Run 1, placement by cell class:
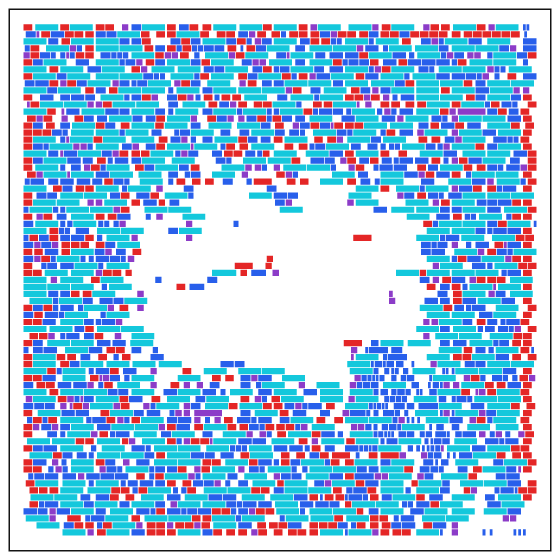
Run 1, routed clock nets over the placement:
Bar = 50 um.
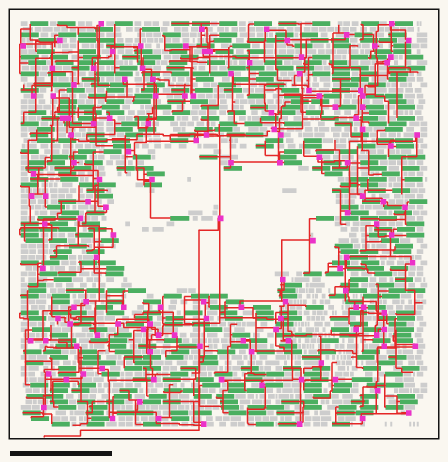
Run 1, metal layers overlaid:
Bar = 50 um. Two of the layers only.
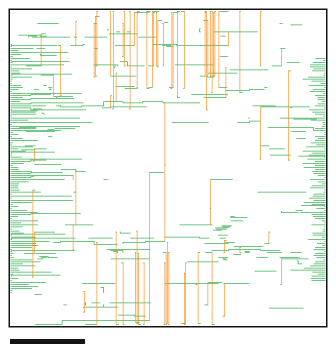
Run 1, power grid:
Bar = 50 um. Pins as bars on the die edge. Tap cells in gray.
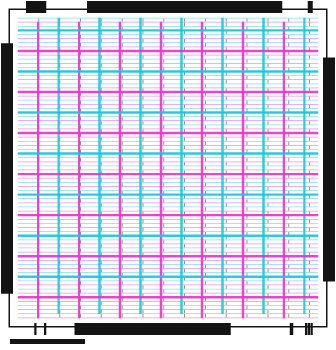
**src/rtl/usb_pd_pkg.sv**
```systemverilog
// ---------------------------------------------------------------------------
// usb_pd_pkg
// Shared USB Power Delivery definitions used by the protocol-layer receive
// path: message-type codes, header bit positions, specification-revision
// encodings, the receive FSM state type and two header-building helpers.
// ---------------------------------------------------------------------------
package usb_pd_pkg;

  // Message types recognised by the receive classifier
  localparam logic [4:0] MT_GOODCRC    = 5'h01;
  localparam logic [4:0] MT_SOFT_RESET = 5'h0D;

  // Message header field positions
  localparam int HDR_EXT_BIT   = 15;
  localparam int HDR_NUM_LSB   = 12;
  localparam int HDR_ID_LSB    = 9;
  localparam int HDR_ROLE_BIT  = 8;
  localparam int HDR_REV_LSB   = 6;
  localparam int HDR_DROLE_BIT = 5;

  // Maximum number of 32-bit data objects in one packet
  localparam int NUM_WORDS = 7;

  // Specification-revision field encodings
  typedef enum logic [1:0] {
    SPEC_REV_10 = 2'b00,
    SPEC_REV_20 = 2'b01,
    SPEC_REV_30 = 2'b10
  } spec_rev_e;

  // Receive FSM states
  typedef enum logic [1:0] {
    S_IDLE  = 2'b00,
    S_CLASS = 2'b01,
    S_REQ   = 2'b10
  } prl_rx_state_e;

  // Header of the GoodCRC reply acknowledging MessageID id
  function automatic logic [15:0] goodcrc_hdr(input logic [2:0] id,
                                              input logic       pwr_role,
                                              input logic [1:0] spec_rev,
                                              input logic       data_role);
    logic [15:0] h;
    h                   = 16'h0000;
    h[4:0]              = MT_GOODCRC;
    h[HDR_DROLE_BIT]    = data_role;
    h[HDR_REV_LSB +: 2] = spec_rev;
    h[HDR_ROLE_BIT]     = pwr_role;
    h[HDR_ID_LSB +: 3]  = id;
    return h;
  endfunction

  // Header handed to the policy engine: {ext,num,id,role,3'b000,type}
  function automatic logic [15:0] msg_hdr(input logic       ext,
                                          input logic [2:0] num,
                                          input logic [2:0] id,
                                          input logic       role,
                                          input logic [4:0] typ);
    logic [15:0] h;
    h                   = 16'h0000;
    h[4:0]              = typ;
    h[HDR_ROLE_BIT]     = role;
    h[HDR_ID_LSB +: 3]  = id;
    h[HDR_NUM_LSB +: 3] = num;
    h[HDR_EXT_BIT]      = ext;
    return h;
  endfunction

endpackage

```
**src/rtl/usb_pd_prl_rx_if.sv**
```systemverilog
// ---------------------------------------------------------------------------
// usb_pd_prl_rx_if
// Bundles the protocol-layer receive signals:
//   rx_*          decoded packet from the PD PHY receiver
//   tx_req/hdr    GoodCRC request towards the TX PHY, tx_ack its acceptance
//   msg_*         valid/ready buffer towards the policy engine
//   goodcrc_*, soft_reset_rx, overflow   status towards the policy engine
// Modport slave is the receive block, master is its environment.
// ---------------------------------------------------------------------------
interface usb_pd_prl_rx_if;
  import usb_pd_pkg::*;

  logic        rx_role;
  logic [2:0]  rx_id;
  logic [2:0]  rx_num;
  logic [4:0]  rx_type;
  logic        rx_ext;
  logic [31:0] rx_word [NUM_WORDS];
  logic        rx_crc_ok;
  logic        rx_pkg_valid;

  logic        tx_req;
  logic [15:0] tx_hdr;
  logic        tx_ack;

  logic        msg_valid;
  logic        msg_ready;
  logic [15:0] msg_hdr;
  logic [31:0] msg_word [NUM_WORDS];

  logic        goodcrc_rx;
  logic [2:0]  goodcrc_id;
  logic        soft_reset_rx;
  logic        overflow;

  modport slave (
    input  rx_role, rx_id, rx_num, rx_type, rx_ext, rx_word, rx_crc_ok, rx_pkg_valid,
    input  tx_ack, msg_ready,
    output tx_req, tx_hdr, msg_valid, msg_hdr, msg_word,
    output goodcrc_rx, goodcrc_id, soft_reset_rx, overflow
  );

  modport master (
    output rx_role, rx_id, rx_num, rx_type, rx_ext, rx_word, rx_crc_ok, rx_pkg_valid,
    output tx_ack, msg_ready,
    input  tx_req, tx_hdr, msg_valid, msg_hdr, msg_word,
    input  goodcrc_rx, goodcrc_id, soft_reset_rx, overflow
  );

endinterface

```
**src/rtl/usb_pd_msg_buf.sv**
```systemverilog
// ---------------------------------------------------------------------------
// usb_pd_msg_buf
// Single-entry valid/ready holding register for one received message.
//   clock, nrst  clock and asynchronous active-low reset
//   load         capture hdr_in/word_in and raise valid (wins over a consume)
//   ready        consumer takes the message when valid & ready
//   valid/hdr/word  held message; fields stay stable while valid is high
// ---------------------------------------------------------------------------
module usb_pd_msg_buf
  import usb_pd_pkg::*;
(
  input  logic        clock,
  input  logic        nrst,
  input  logic        load,
  input  logic [15:0] hdr_in,
  input  logic [31:0] word_in [NUM_WORDS],
  input  logic        ready,
  output logic        valid,
  output logic [15:0] hdr,
  output logic [31:0] word [NUM_WORDS]
);

  logic        valid_q, valid_d;
  logic [15:0] hdr_q, hdr_d;
  logic [31:0] word_q [NUM_WORDS];
  logic [31:0] word_d [NUM_WORDS];

  // Next-state: load has priority, otherwise a handshake empties the entry
  always_comb begin
    valid_d = valid_q;
    hdr_d   = hdr_q;
    word_d  = word_q;
    if (load) begin
      valid_d = 1'b1;
      hdr_d   = hdr_in;
      word_d  = word_in;
    end else if (valid_q && ready) begin
      valid_d = 1'b0;
    end else begin
      valid_d = valid_q;
    end
  end

  // Holding register with asynchronous clear
  always_ff @(posedge clock or negedge nrst) begin
    if (!nrst) begin
      valid_q <= 1'b0;
      hdr_q   <= 16'h0000;
      word_q  <= '{default: 32'h0000_0000};
    end else begin
      valid_q <= valid_d;
      hdr_q   <= hdr_d;
      word_q  <= word_d;
    end
  end

  assign valid = valid_q;
  assign hdr   = hdr_q;
  assign word  = word_q;

endmodule

```
**src/rtl/usb_pd_prl_rx.sv**
```systemverilog
// ---------------------------------------------------------------------------
// usb_pd_prl_rx
// Protocol-layer receive stage. Captures CRC-good packets on the rising edge
// of rx_pkg_valid, classifies them (GoodCRC, Soft_Reset, duplicate, overflow,
// new), requests a GoodCRC reply from the TX PHY and, once the reply is
// accepted, hands new messages to the policy engine through usb_pd_msg_buf.
//   clock, nrst  system clock and asynchronous active-low reset
//   bus          usb_pd_prl_rx_if.slave, carrying all packet, reply,
//                delivery and status signals
// Parameters: system_khz and TX_TIMEOUT_US set the reply timeout in clocks;
// PORT_PWR_ROLE, PORT_DATA_ROLE and SPEC_REV fill the GoodCRC header.
// ---------------------------------------------------------------------------
module usb_pd_prl_rx
  import usb_pd_pkg::*;
#(
  parameter int unsigned system_khz     = 200000,
  parameter int unsigned TX_TIMEOUT_US  = 195,
  parameter logic        PORT_PWR_ROLE  = 1'b0,
  parameter logic        PORT_DATA_ROLE = 1'b0,
  parameter logic [1:0]  SPEC_REV       = SPEC_REV_30
)
(
  input  logic           clock,
  input  logic           nrst,
  usb_pd_prl_rx_if.slave bus
);

  localparam int unsigned LIMIT = system_khz * TX_TIMEOUT_US / 1000;
  localparam int          TW    = $clog2(LIMIT + 1);
  localparam logic [TW-1:0] LIMIT_C = TW'(LIMIT);

  prl_rx_state_e state_q, state_d;
  logic          pkg_valid_dly_q, pkg_valid_dly_d;
  logic          cap_role_q, cap_role_d;
  logic [2:0]    cap_id_q, cap_id_d;
  logic [2:0]    cap_num_q, cap_num_d;
  logic [4:0]    cap_type_q, cap_type_d;
  logic          cap_ext_q, cap_ext_d;
  logic [31:0]   cap_word_q [NUM_WORDS];
  logic [31:0]   cap_word_d [NUM_WORDS];
  logic [2:0]    stored_id_q, stored_id_d;
  logic          stored_vld_q, stored_vld_d;
  logic          deliver_q, deliver_d;
  logic          load_q, load_d;
  logic [TW-1:0] timer_q, timer_d;
  logic          tx_req_q, tx_req_d;
  logic [15:0]   tx_hdr_q, tx_hdr_d;
  logic          goodcrc_rx_q, goodcrc_rx_d;
  logic [2:0]    goodcrc_id_q, goodcrc_id_d;
  logic          soft_reset_rx_q, soft_reset_rx_d;
  logic          overflow_q, overflow_d;

  logic          rise_s;
  logic          reply_s;
  logic [15:0]   load_hdr_s;
  logic [31:0]   load_word_s [NUM_WORDS];
  logic          buf_valid_s;
  logic [15:0]   buf_hdr_s;
  logic [31:0]   buf_word_s [NUM_WORDS];

  assign rise_s = bus.rx_pkg_valid & ~pkg_valid_dly_q;

  // Delivered header and payload; words beyond the object count read as zero
  always_comb begin
    load_hdr_s = msg_hdr(cap_ext_q, cap_num_q, cap_id_q, cap_role_q, cap_type_q);
    for (int i = 0; i < NUM_WORDS; i++) begin
      if (3'(i) < cap_num_q) begin
        load_word_s[i] = cap_word_q[i];
      end else begin
        load_word_s[i] = 32'h0000_0000;
      end
    end
  end

  // FSM next state, classifier, timer and reply/status outputs
  always_comb begin
    state_d         = state_q;
    pkg_valid_dly_d = bus.rx_pkg_valid;
    cap_role_d      = cap_role_q;
    cap_id_d        = cap_id_q;
    cap_num_d       = cap_num_q;
    cap_type_d      = cap_type_q;
    cap_ext_d       = cap_ext_q;
    cap_word_d      = cap_word_q;
    stored_id_d     = stored_id_q;
    stored_vld_d    = stored_vld_q;
    deliver_d       = deliver_q;
    load_d          = 1'b0;
    timer_d         = timer_q;
    tx_req_d        = tx_req_q;
    tx_hdr_d        = tx_hdr_q;
    goodcrc_rx_d    = 1'b0;
    goodcrc_id_d    = goodcrc_id_q;
    soft_reset_rx_d = 1'b0;
    overflow_d      = overflow_q;
    reply_s         = 1'b0;

    case (state_q)
      S_IDLE: begin
        // Rises outside S_IDLE are never looked at, so a busy FSM ignores them
        if (rise_s && bus.rx_crc_ok) begin
          cap_role_d = bus.rx_role;
          cap_id_d   = bus.rx_id;
          cap_num_d  = bus.rx_num;
          cap_type_d = bus.rx_type;
          cap_ext_d  = bus.rx_ext;
          cap_word_d = bus.rx_word;
          state_d    = S_CLASS;
        end else begin
          state_d = S_IDLE;
        end
      end

      S_CLASS: begin
        if ((cap_type_q == MT_GOODCRC) && (cap_num_q == 3'd0)) begin
          goodcrc_rx_d = 1'b1;
          goodcrc_id_d = cap_id_q;
        end else if ((cap_type_q == MT_SOFT_RESET) && (cap_num_q == 3'd0)) begin
          stored_vld_d    = 1'b0;
          soft_reset_rx_d = 1'b1;
          deliver_d       = 1'b0;
          reply_s         = 1'b1;
        end else if (stored_vld_q && (cap_id_q == stored_id_q)) begin
          deliver_d = 1'b0;
          reply_s   = 1'b1;
        end else if (buf_valid_s) begin
          // No reply: the sender times out and retries once the buffer drains
          overflow_d = 1'b1;
        end else begin
          deliver_d = 1'b1;
          reply_s   = 1'b1;
        end

        if (reply_s) begin
          state_d  = S_REQ;
          timer_d  = {TW{1'b0}};
          tx_req_d = 1'b1;
          tx_hdr_d = goodcrc_hdr(cap_id_q, PORT_PWR_ROLE, SPEC_REV, PORT_DATA_ROLE);
        end else begin
          state_d = S_IDLE;
        end
      end

      S_REQ: begin
        // tx_ack is tested first so it wins over a simultaneous timeout
        if (bus.tx_ack) begin
          tx_req_d = 1'b0;
          tx_hdr_d = 16'h0000;
          load_d   = deliver_q;
          state_d  = S_IDLE;
          // MessageID is only remembered once the reply is actually on its way
          if (deliver_q) begin
            stored_id_d  = cap_id_q;
            stored_vld_d = 1'b1;
          end else begin
            stored_id_d  = stored_id_q;
          end
        end else if (timer_q == LIMIT_C) begin
          tx_req_d = 1'b0;
          tx_hdr_d = 16'h0000;
          state_d  = S_IDLE;
        end else begin
          timer_d = timer_q + TW'(1'b1);
          state_d = S_REQ;
        end
      end

      default: begin
        tx_req_d = 1'b0;
        tx_hdr_d = 16'h0000;
        state_d  = S_IDLE;
      end
    endcase
  end

  // State and datapath registers, all cleared asynchronously
  always_ff @(posedge clock or negedge nrst) begin
    if (!nrst) begin
      state_q         <= S_IDLE;
      pkg_valid_dly_q <= 1'b0;
      cap_role_q      <= 1'b0;
      cap_id_q        <= 3'd0;
      cap_num_q       <= 3'd0;
      cap_type_q      <= 5'h00;
      cap_ext_q       <= 1'b0;
      cap_word_q      <= '{default: 32'h0000_0000};
      stored_id_q     <= 3'd0;
      stored_vld_q    <= 1'b0;
      deliver_q       <= 1'b0;
      load_q          <= 1'b0;
      timer_q         <= {TW{1'b0}};
      tx_req_q        <= 1'b0;
      tx_hdr_q        <= 16'h0000;
      goodcrc_rx_q    <= 1'b0;
      goodcrc_id_q    <= 3'd0;
      soft_reset_rx_q <= 1'b0;
      overflow_q      <= 1'b0;
    end else begin
      state_q         <= state_d;
      pkg_valid_dly_q <= pkg_valid_dly_d;
      cap_role_q      <= cap_role_d;
      cap_id_q        <= cap_id_d;
      cap_num_q       <= cap_num_d;
      cap_type_q      <= cap_type_d;
      cap_ext_q       <= cap_ext_d;
      cap_word_q      <= cap_word_d;
      stored_id_q     <= stored_id_d;
      stored_vld_q    <= stored_vld_d;
      deliver_q       <= deliver_d;
      load_q          <= load_d;
      timer_q         <= timer_d;
      tx_req_q        <= tx_req_d;
      tx_hdr_q        <= tx_hdr_d;
      goodcrc_rx_q    <= goodcrc_rx_d;
      goodcrc_id_q    <= goodcrc_id_d;
      soft_reset_rx_q <= soft_reset_rx_d;
      overflow_q      <= overflow_d;
    end
  end

  usb_pd_msg_buf u_msg_buf (
    .clock   (clock),
    .nrst    (nrst),
    .load    (load_q),
    .hdr_in  (load_hdr_s),
    .word_in (load_word_s),
    .ready   (bus.msg_ready),
    .valid   (buf_valid_s),
    .hdr     (buf_hdr_s),
    .word    (buf_word_s)
  );

  assign bus.tx_req        = tx_req_q;
  assign bus.tx_hdr        = tx_hdr_q;
  assign bus.msg_valid     = buf_valid_s;
  assign bus.msg_hdr       = buf_hdr_s;
  assign bus.msg_word      = buf_word_s;
  assign bus.goodcrc_rx    = goodcrc_rx_q;
  assign bus.goodcrc_id    = goodcrc_id_q;
  assign bus.soft_reset_rx = soft_reset_rx_q;
  assign bus.overflow      = overflow_q;

endmodule

```
**src/flat_wrapper.sv**
```systemverilog
// flat-port wrapper written by rule: the top's interface ports become plain ports
module usb_pd_prl_rx_flat import usb_pd_pkg::*;
#(
  parameter int unsigned system_khz     = 200000,
  parameter int unsigned TX_TIMEOUT_US  = 195,
  parameter logic        PORT_PWR_ROLE  = 1'b0,
  parameter logic        PORT_DATA_ROLE = 1'b0,
  parameter logic [1:0]  SPEC_REV       = SPEC_REV_30
)
  (clock, nrst, bus_rx_role, bus_rx_id, bus_rx_num, bus_rx_type, bus_rx_ext, bus_rx_word, bus_rx_crc_ok, bus_rx_pkg_valid, bus_tx_ack, bus_msg_ready, bus_tx_req, bus_tx_hdr, bus_msg_valid, bus_msg_hdr, bus_msg_word, bus_goodcrc_rx, bus_goodcrc_id, bus_soft_reset_rx, bus_overflow);
  usb_pd_prl_rx_if bus_i ();
  input  logic clock;
  input  logic nrst;
  input wire logic [$bits(bus_i.rx_role)-1:0] bus_rx_role;
  input wire logic [$bits(bus_i.rx_id)-1:0] bus_rx_id;
  input wire logic [$bits(bus_i.rx_num)-1:0] bus_rx_num;
  input wire logic [$bits(bus_i.rx_type)-1:0] bus_rx_type;
  input wire logic [$bits(bus_i.rx_ext)-1:0] bus_rx_ext;
  input wire logic [$bits(bus_i.rx_word)-1:0] bus_rx_word;
  input wire logic [$bits(bus_i.rx_crc_ok)-1:0] bus_rx_crc_ok;
  input wire logic [$bits(bus_i.rx_pkg_valid)-1:0] bus_rx_pkg_valid;
  input wire logic [$bits(bus_i.tx_ack)-1:0] bus_tx_ack;
  input wire logic [$bits(bus_i.msg_ready)-1:0] bus_msg_ready;
  output wire logic [$bits(bus_i.tx_req)-1:0] bus_tx_req;
  output wire logic [$bits(bus_i.tx_hdr)-1:0] bus_tx_hdr;
  output wire logic [$bits(bus_i.msg_valid)-1:0] bus_msg_valid;
  output wire logic [$bits(bus_i.msg_hdr)-1:0] bus_msg_hdr;
  output wire logic [$bits(bus_i.msg_word)-1:0] bus_msg_word;
  output wire logic [$bits(bus_i.goodcrc_rx)-1:0] bus_goodcrc_rx;
  output wire logic [$bits(bus_i.goodcrc_id)-1:0] bus_goodcrc_id;
  output wire logic [$bits(bus_i.soft_reset_rx)-1:0] bus_soft_reset_rx;
  output wire logic [$bits(bus_i.overflow)-1:0] bus_overflow;
  assign bus_i.rx_role = bus_rx_role;
  assign bus_i.rx_id = bus_rx_id;
  assign bus_i.rx_num = bus_rx_num;
  assign bus_i.rx_type = bus_rx_type;
  assign bus_i.rx_ext = bus_rx_ext;
  assign bus_i.rx_word = {>>{bus_rx_word}};
  assign bus_i.rx_crc_ok = bus_rx_crc_ok;
  assign bus_i.rx_pkg_valid = bus_rx_pkg_valid;
  assign bus_i.tx_ack = bus_tx_ack;
  assign bus_i.msg_ready = bus_msg_ready;
  assign bus_tx_req = bus_i.tx_req;
  assign bus_tx_hdr = bus_i.tx_hdr;
  assign bus_msg_valid = bus_i.msg_valid;
  assign bus_msg_hdr = bus_i.msg_hdr;
  assign bus_msg_word = {>>{bus_i.msg_word}};
  assign bus_goodcrc_rx = bus_i.goodcrc_rx;
  assign bus_goodcrc_id = bus_i.goodcrc_id;
  assign bus_soft_reset_rx = bus_i.soft_reset_rx;
  assign bus_overflow = bus_i.overflow;
  usb_pd_prl_rx #(.system_khz(system_khz), .TX_TIMEOUT_US(TX_TIMEOUT_US), .PORT_PWR_ROLE(PORT_PWR_ROLE), .PORT_DATA_ROLE(PORT_DATA_ROLE), .SPEC_REV(SPEC_REV)) u_core (.clock(clock), .nrst(nrst), .bus(bus_i));
endmodule
```
**config.mk**
```make
export PLATFORM = sky130hd
export DESIGN_NAME = usb_pd_prl_rx_flat
export DESIGN_NICKNAME = d
export VERILOG_FILES = /design/src/rtl/usb_pd_pkg.sv /design/src/rtl/usb_pd_prl_rx_if.sv /design/src/rtl/usb_pd_msg_buf.sv /design/src/rtl/usb_pd_prl_rx.sv /design/src/flat_wrapper.sv
export SDC_FILE = /design/constraint.sdc
export NUM_CORES = 1
export LEC_CHECK = 0
export CORE_MARGIN = 5
export CORE_UTILIZATION = 55
export CTS_BUF_LIST = sky130_fd_sc_hd__clkbuf_4
export DETAILED_ROUTE_END_ITERATION = 8
export PLACE_DENSITY = 0.93
export SYNTH_ARGS = -nofsm -noshare
export SYNTH_HDL_FRONTEND = slang
export SYNTH_HIERARCHICAL = 1
export SYNTH_SLANG_ARGS = --single-unit
```
**constraint.sdc**
```tcl
create_clock -name clock -period 5.3 [get_ports clock]
set_clock_uncertainty 0.15 [all_clocks]
set_input_delay 1.06 -clock clock [delete_from_list [all_inputs] [get_ports clock]]
set_output_delay 1.06 -clock clock [all_outputs]
set_load 0.01 [all_outputs]
```
==> metrics.cfg, run 1 <==
[outcome]
outcome=completed

[die]
tap_cells=525
io_pins=507
core_area_um2=39500
chipHeight_um=209
row_count=73
die-area_um2=43800
die_w_um=209

[grt]
busiest_layer=met2
grt_remaining_overflow=0
grt_pass1_vias=16100
grt_usage_pct=26.8
grt_max_degree=134
grtUsageMet2_pct=45.0
antenna_found_initial=10
grt_use_met1_pct=30.6

[final_layout]
fillers=2296
signal_buffers=514
clock_area_share_pct=5.74
post-route-util_pct=72.8
largest_class=flip-flops and latches
final_cell_mix=dfrtp_1, clkdlybuf4s50_1, mux2_2
drive_gt1_share_pct=34.6
inverters=6
diodes=10
logic_area_um2=8420
final_area_um2=28800
nets=2256

[clocking]
cts_tree=built
ctsRootBufferMaster=clkbuf_4
clkLatencyLatePin_ns=0.82
path_clk_slew_ns=0.06
ctsResizeCount=0
max-clock-path-buffers=3
cts_made_buffers=137
htree_num_levels=4

[critical_path]
crit_fanout=6
cp_cell_sequence=clkdlybuf4s50_1
critPathLaunch=u_core/u_msg_buf/valid
rr_worst_depth=7
arrival_ns=1.95
slowest_delay_ns=0.63
required_ns=4.09
crit_buf_inv=1
cp-endpoint=bus_msg_valid
r2r-end=u_core/timer_q[8]
rr_startpoint=u_core/cap_num_q[0]
cp_num_cells=1

[final_timing]
relSlewSlack_pct=28.3
fmax_mhz=317
final_max_slew_viol_count=0
worstMarginPinSlew_ns=1.08
fin_crit_ns=3.16
rsz0062_at_grt=false

[synthesis]
yosys_area_um2=21900
ys.flops=513
top_cells_by_area=dfrtp_1, mux2_2, mux2_4, nor2b_1, and3_1
postSynthSeqShare_pct=58.7
synthAoiAreaFrac_pct=1.20
synth_cells=1447
ff_type=dfrtp_1
logic_family=multiplexers
common_cells=dfrtp_1, mux2_2, mux2_4, nor2b_1, and3_1
mux_share_pct=28.0
simple_gate_area_share_pct=8.49
ys_sh_adder_pct=0.114
yosys.cell_count.top_type=dfrtp_1

[routing]
routed_wl_mm=59.4
ant_nets=0
topRoutingLayerUsed=met5
vias=14300
drc=0
wirelength_met1_mm=21.6
wl_met2_mm=30.3
viasPerCell=5.42
wl_per_cell_um=22.6

[power_and_ir_drop]
total_power_w=0.0141
p_comb_share_pct=33.6
pg_comb_w=0.00475
p_sw_w=0.00423
p_seq_share_pct=42.2
p_int_w=0.00989
clk-power_w=0.00342

[flow_run]
openroad.warnings=36

[placed_design]
gp_congestion=0.851
hpwl_mm=38.9
portBuffers=495
post-place-ws_ns=1.96
dp.cells=2397

-- 'placement by cell class' (at the start) --
Key: cyan = flip-flops [cells 513, share of their area 46%]; blue = all other logic [cells 845, share of their area 30%]; purple = clock drivers and dummy loads [cells 225, share of their area 5.9%]; red = other buffers and delay cells [cells 514, share of their area 18%]

-- 'routed clock nets over the placement' (at the start) --
Key: red = clock wires [length 7340 um]; magenta = cells driving clock nets [count 137]; green = flip-flops [count 513]
There are 138 routed clock nets. Position of the flops: widely spread.

-- 'metal layers overlaid' (at the start) --
Key: orange = met4 [wire length 2710 um]; green = met3 [wire length 4690 um]

-- 'power grid' (at the start) --
Key: magenta = VSS; cyan = VDD
14 straps on met4. 507 signal pins sit on the boundary.

--- run 2 (diff from run 1) ---
--- a/config.mk
+++ b/config.mk
@@ -6,10 +6,10 @@
 export NUM_CORES = 1
 export LEC_CHECK = 0
 export CORE_MARGIN = 5
-export CORE_UTILIZATION = 55
+export CORE_UTILIZATION = 47
 export CTS_BUF_LIST = sky130_fd_sc_hd__clkbuf_4
 export DETAILED_ROUTE_END_ITERATION = 8
-export PLACE_DENSITY = 0.93
+export PLACE_DENSITY = 0.85
 export SYNTH_ARGS = -nofsm -noshare
 export SYNTH_HDL_FRONTEND = slang
 export SYNTH_HIERARCHICAL = 1
==> constraint.sdc (replaced) <==
create_clock -name clock -period 2.65 [get_ports clock]
set_clock_uncertainty 0.15 [all_clocks]
set_input_delay 0.53 -clock clock [delete_from_list [all_inputs] [get_ports clock]]
set_output_delay 0.53 -clock clock [all_outputs]
set_load 0.01 [all_outputs]
==> run 2 against run 1 <==
Worst setup slack worse by 2.1 ns. Global-route usage down 0.37 points. Combinational power up 95%. Count of clock-buffer cells in the layout is 13 lower. Die size up 16%. Hold slack better by 0.077 ns. Power up 99%. Sequential power grew 100%. Cell count rose by 14%. Core utilization fell by 4.7 points. Synthesized area did not move. Register-to-register slack lost 2.2 ns.
==> metrics.cfg, run 2 <==
[outcome]
outcome=completed

[final_timing]
worstMarginPinSlew_ns=1.13  ; +0.0579 ns
final_max_slew_viol_count=0  ; unchanged
finalHoldViolCount=0
fin_crit_ns=2.57
fin_ws_ns=0.0838
relSlewSlack_pct=24.4  ; -3.9 points
fmax_mhz=390

[synthesis]
postSynthSeqShare_pct=58.7  ; unchanged
ys_sh_adder_pct=0.114  ; unchanged
xor_area_share_pct=0.401
ff_type=dfrtp_1
top_cells_by_area=dfrtp_1, mux2_2, mux2_4, nor2b_1, and3_1
synthAoiAreaFrac_pct=1.20  ; unchanged
yosys_area_um2=21900  ; unchanged
simple_gate_area_share_pct=8.49  ; unchanged
synth_cells=1447  ; unchanged
mux_share_pct=28.0  ; unchanged
yosys.cell_count.top_type=dfrtp_1
common_cells=dfrtp_1, mux2_2, mux2_4, nor2b_1, and3_1
top_area_share_pct=58.7
ys.flops=513  ; unchanged
logic_family=multiplexers

[final_layout]
flops=513
final_area_um2=31500  ; +9.4%
clock_area_share_pct=5.22  ; -0.52 points
post-route-util_pct=68.1  ; -4.7 points
drive_gt1_share_pct=32.4  ; -2.2 points
fillers=2918  ; +27%
nets=2542  ; +13%
signal_buffers=798  ; +55%
largest_class=flip-flops and latches
final_cell_mix=dfrtp_1, clkdlybuf4s50_1, mux2_2
diodes=8  ; -2
inverters=6  ; unchanged
logic_area_um2=8420  ; unchanged
seq-cell-share_pct=40.8
final_common_cell=dfrtp_1

[grt]
grt_remaining_overflow=0  ; unchanged
antenna_found_initial=9  ; -1
grt_usage_pct=26.4  ; -0.37 points
grt_pass1_vias=18300  ; +13%
busiest_layer=met2
grt_max_degree=64  ; -52%
grtUsageMet2_pct=44.2  ; -0.83 points
grt_use_met1_pct=29.5  ; -1.0 points

[power_and_ir_drop]
p_leak_nw=15.0
clk-power_w=0.00693  ; +100%
p_sw_w=0.00899  ; +110%
p_seq_share_pct=42.5  ; +0.3 points
p_comb_share_pct=32.8  ; -0.8 points
pg_comb_w=0.00924  ; +95%
p_int_w=0.0191  ; +93%
total_power_w=0.0281  ; +99%

[clocking]
cts_made_buffers=139  ; +1.5%
ctsResizeCount=198  ; +198
htree_num_levels=4  ; unchanged
ctsRootBufferMaster=clkbuf_4
path_clk_slew_ns=0.07  ; about the same
clkLatencyLatePin_ns=0.95  ; +0.13 ns
max-clock-path-buffers=3  ; unchanged
cts_tree=built

[critical_path]
r2r-end=u_core/timer_q[8]
critPathLaunch=u_core/u_msg_buf/word[113]
rr_startpoint=u_core/cap_type_q[4]
crit_buf_inv=1  ; unchanged
arrival_ns=1.89  ; -0.06 ns
crit_fanout=2  ; -4
rr_worst_depth=5  ; -2
required_ns=1.97  ; -2.12 ns
end_kind=primary output
cp-endpoint=bus_msg_word[113]
cp_num_cells=1  ; unchanged
slowest_delay_ns=0.57  ; -0.06 ns
cp_cell_sequence=clkdlybuf4s50_1

[placed_design]
gp_congestion=0.835  ; -1.8%
portBuffers=495  ; unchanged
hpwl_mm=41.2  ; +5.8%
placed_area_um2=27700
post-place-ws_ns=0.0895  ; -1.87 ns
dp.cells=2528  ; +5.5%

[flow_run]
openroad.warnings=27  ; -25%

[die]
tap_cells=607  ; +16%
die-area_um2=50900  ; +16%
chipHeight_um=226  ; +7.8%
io_pins=507  ; unchanged
core_area_um2=46300  ; +17%
row_count=79  ; +8.2%
die_w_um=226  ; +7.8%

[routing]
ant_nets=0  ; unchanged
routed_wl_mm=67.8  ; +14%
wirelength_met1_mm=25.1  ; +16%
topRoutingLayerUsed=met5
wl_met2_mm=34.2  ; +13%
viasPerCell=5.20  ; -4.0%
drc=0  ; unchanged
wl_per_cell_um=22.6  ; +0.18%
vias=15600  ; +9.5%

Run 2, placement by cell class:
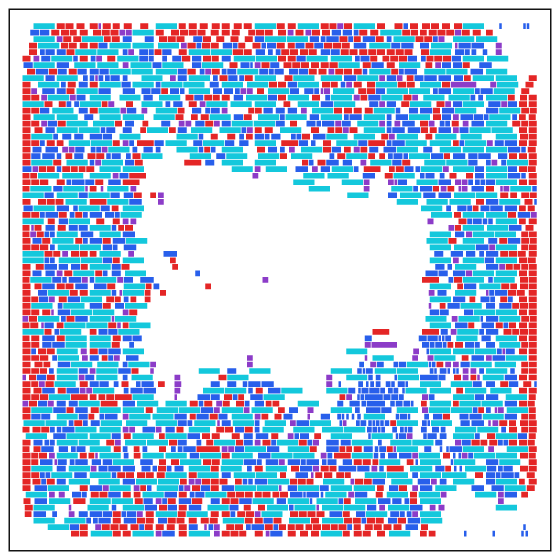
Key: purple = clock drivers and dummy loads [cells 231, share of their area 5.4%]; blue = all other logic [cells 845, share of their area 27%]; red = other buffers and delay cells [cells 798, share of their area 25%]; cyan = flip-flops [cells 513, share of their area 42%]

Run 2, power grid:
Bar = 50 um. Pins as bars on the die edge. Tap cells in gray.
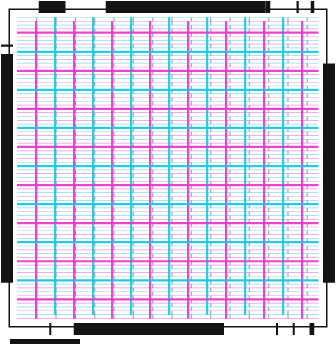

--- run 3 (diff from run 2) ---
--- a/config.mk
+++ b/config.mk
@@ -6,11 +6,12 @@
 export NUM_CORES = 1
 export LEC_CHECK = 0
 export CORE_MARGIN = 5
-export CORE_UTILIZATION = 47
+export CORE_UTILIZATION = 55
 export CTS_BUF_LIST = sky130_fd_sc_hd__clkbuf_4
 export DETAILED_ROUTE_END_ITERATION = 8
-export PLACE_DENSITY = 0.85
+export PLACE_DENSITY = 0.93
 export SYNTH_ARGS = -nofsm -noshare
 export SYNTH_HDL_FRONTEND = slang
 export SYNTH_HIERARCHICAL = 1
 export SYNTH_SLANG_ARGS = --single-unit
+export TNS_END_PERCENT = 100
==> constraint.sdc (replaced) <==
create_clock -name clock -period 3.1 [get_ports clock]
set_clock_uncertainty 0.15 [all_clocks]
set_input_delay 0.62 -clock clock [delete_from_list [all_inputs] [get_ports clock]]
set_output_delay 0.62 -clock clock [all_outputs]
set_load 0.01 [all_outputs]
Run 3, power grid:
Bar = 50 um. Pins as bars on the die edge. Tap cells in gray.
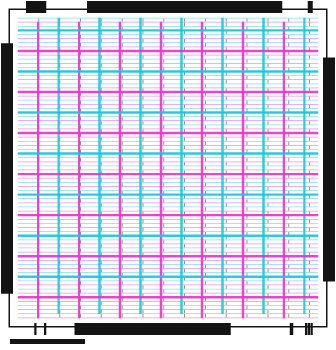
Key: magenta = VSS; cyan = VDD
74 met1 rails follow the rows. 525 tap cells. The core has 73 rows. 14 straps on met4.

==> run 3 against run 2 <==
Sequential share of layout area increased by 3.2 points. Hold slack worse by 0.027 ns. Sequential power fell by about 10%. Via count down 7.0%. Non-clock buffer count down 245. Count of clock-buffer cells in the layout increased by 6. Power shrank 14%. First-iteration DRC count grew 19%. Cell count shrank 11%. Critical endpoint is now bus_msg_valid. Critical path type unchanged. Largest cell class unchanged. Global-route usage increased by 1.3 points.
==> metrics.cfg, run 3 <==
[synthesis]
top_area_share_pct=58.7  ; unchanged
simple_gate_area_share_pct=8.49  ; unchanged
ys_cells=1447
ys.flops=513  ; unchanged
synth_cell_types=50
ys_sh_adder_pct=0.114  ; unchanged
yosys.cell_count.top_type=dfrtp_1
synthesis.area_um2=21900
common_cells=dfrtp_1, mux2_2, mux2_4, nor2b_1, and3_1
logic_family=multiplexers
postSynthSeqShare_pct=58.7  ; unchanged
top_cells_by_area=dfrtp_1, mux2_2, mux2_4, nor2b_1, and3_1
xor_area_share_pct=0.401  ; unchanged
ff_type=dfrtp_1
yosys_area_um2=21900  ; unchanged
edf_count=0
synth_cells=1447  ; unchanged
synthAoiAreaFrac_pct=1.20  ; unchanged
mux_share_pct=28.0  ; unchanged
ys_warn_count=6
synth_area_per_cell_um2=15.1

[final_timing]
fmax_mhz=373
finalHoldViolCount=0  ; unchanged
tns_ns=0
fin_ws_ns=0.416  ; +0.332 ns
fin_crit_sh_pct=86.6
holdWs_ns=0.121
fin_crit_ns=2.68
relSlewSlack_pct=37.3  ; +13 points
final_max_slew_viol_count=0  ; unchanged
worstMarginPinSlew_ns=0.941  ; -0.193 ns

[die]
die_w_um=209  ; -7.2%
core_area_um2=39500  ; -15%
die-area_um2=43800  ; -14%
fp-utilization_pct=55.3
chipHeight_um=209  ; -7.2%
row_count=73  ; -7.6%
io_pins=507  ; unchanged
tap_cells=525  ; -14%

[critical_path]
crit_path_top_delay_cell=clkdlybuf4s50_1
r2r_slack_ns=0.47
slowest_delay_ns=0.60  ; +0.03 ns
cp_num_cells=1  ; unchanged
start_kind=flip-flop
end_kind=primary output
cp_cell_sequence=clkdlybuf4s50_1
cp-endpoint=bus_msg_valid
crit_family=buffers and inverters
criticalPathCategory=flip-flop to primary output
crit_buf_inv=1  ; unchanged
crit_fanout=6  ; +4
r2r-end=u_core/timer_q[8]
required_ns=2.33  ; +0.36 ns
rr_worst_depth=5  ; unchanged
arrival_ns=1.91  ; +0.02 ns
critPathLaunch=u_core/u_msg_buf/valid
rr_startpoint=u_core/cap_type_q[1]

[grt]
grt_max_degree=92  ; +44%
antenna_found_initial=9  ; unchanged
grtUsageMet2_pct=45.8  ; +1.7 points
use_met3_pct=8.52
grt_remaining_overflow=0  ; unchanged
grt_pass1_vias=16400  ; -10%
grt_use_met1_pct=32.4  ; +2.9 points
busiest_layer=met2
grt_usage_pct=27.7  ; +1.3 points
grt_pass1_wl_mm=95.0

[final_layout]
nets=2292  ; -9.8%
largest_class=flip-flops and latches
final_common_cell=dfrtp_1
fillers=2244  ; -23%
post-route-util_pct=73.9  ; +5.8 points
final_area_um2=29200  ; -7.2%
syn2layout_area_growth_pct=33.8
drive_gt1_share_pct=35.5  ; +3.0 points
flops=513  ; unchanged
logic_area_um2=8420  ; unchanged
comb_share_pct=28.8
final_cell_mix=dfrtp_1, clkdlybuf4s50_1, mux2_2
regArea_um2=12800
inverters=6  ; unchanged
signal_buffers=553  ; -31%
clock_buffers=193
seq-cell-share_pct=43.9  ; +3.2 points
clock_area_share_pct=5.62  ; +0.40 points
diodes=9  ; +1
nMultiInputCombCells=839
non_clock_buffer_area_share_pct=19.3

[flow_run]
openroad.warnings=27  ; unchanged

[routing]
wl_met3_mm=4.37
routed_wl_mm=61.3  ; -9.6%
viasPerCell=5.43  ; +4.4%
drt_iter0_drc=1057
vias=14500  ; -7.0%
ant_nets=0  ; unchanged
wl_per_cell_um=22.9  ; +1.5%
topRoutingLayerUsed=met5
wirelength_met1_mm=23.0  ; -8.3%
drc=0  ; unchanged
drtPass1Iterations=5
wl_met2_mm=30.7  ; -10%

[clocking]
cts_tree=built
ctsResizeCount=0  ; -100%
ctsRootBufferMaster=clkbuf_4
htree_num_levels=4  ; unchanged
cts_setup_buffers=0
path_clk_slew_ns=0.06  ; about the same
ctsHoldBuffers=1
clkLatencyLatePin_ns=0.84  ; -0.11 ns
cts_made_buffers=134  ; -3.6%
max-clock-path-buffers=3  ; unchanged

[power_and_ir_drop]
irDropWorstVdd_mv=0.618
p_leak_nw=13.2  ; -12%
maxPowerGroup=registers
p_seq_share_pct=42.2  ; -0.3 points
p_int_w=0.0169  ; -12%
p_sw_share_pct=30.3
clk-power_w=0.00581  ; -16%
pg_comb_w=0.00820  ; -11%
p_comb_share_pct=33.8  ; +1.0 points
total_power_w=0.0243  ; -14%
power_density_nw_per_um2=830
p_sw_w=0.00735  ; -18%
p_seq_w=0.0103

[placed_design]
placed_area_um2=27600  ; -0.53%
post-place-ws_ns=0.369  ; +0.279 ns
hpwl_mm=41.7  ; +1.2%
gp_congestion=0.864  ; +3.4%
dp.cells=2435  ; -3.7%
portBuffers=495  ; unchanged

[min_path]
hold_end=u_core/pkg_valid_dly_q
hold_class=input pin to flip-flop
min_from=bus_rx_pkg_valid

[outcome]
outcome=completed

Power and IR drop assume default switching activity.
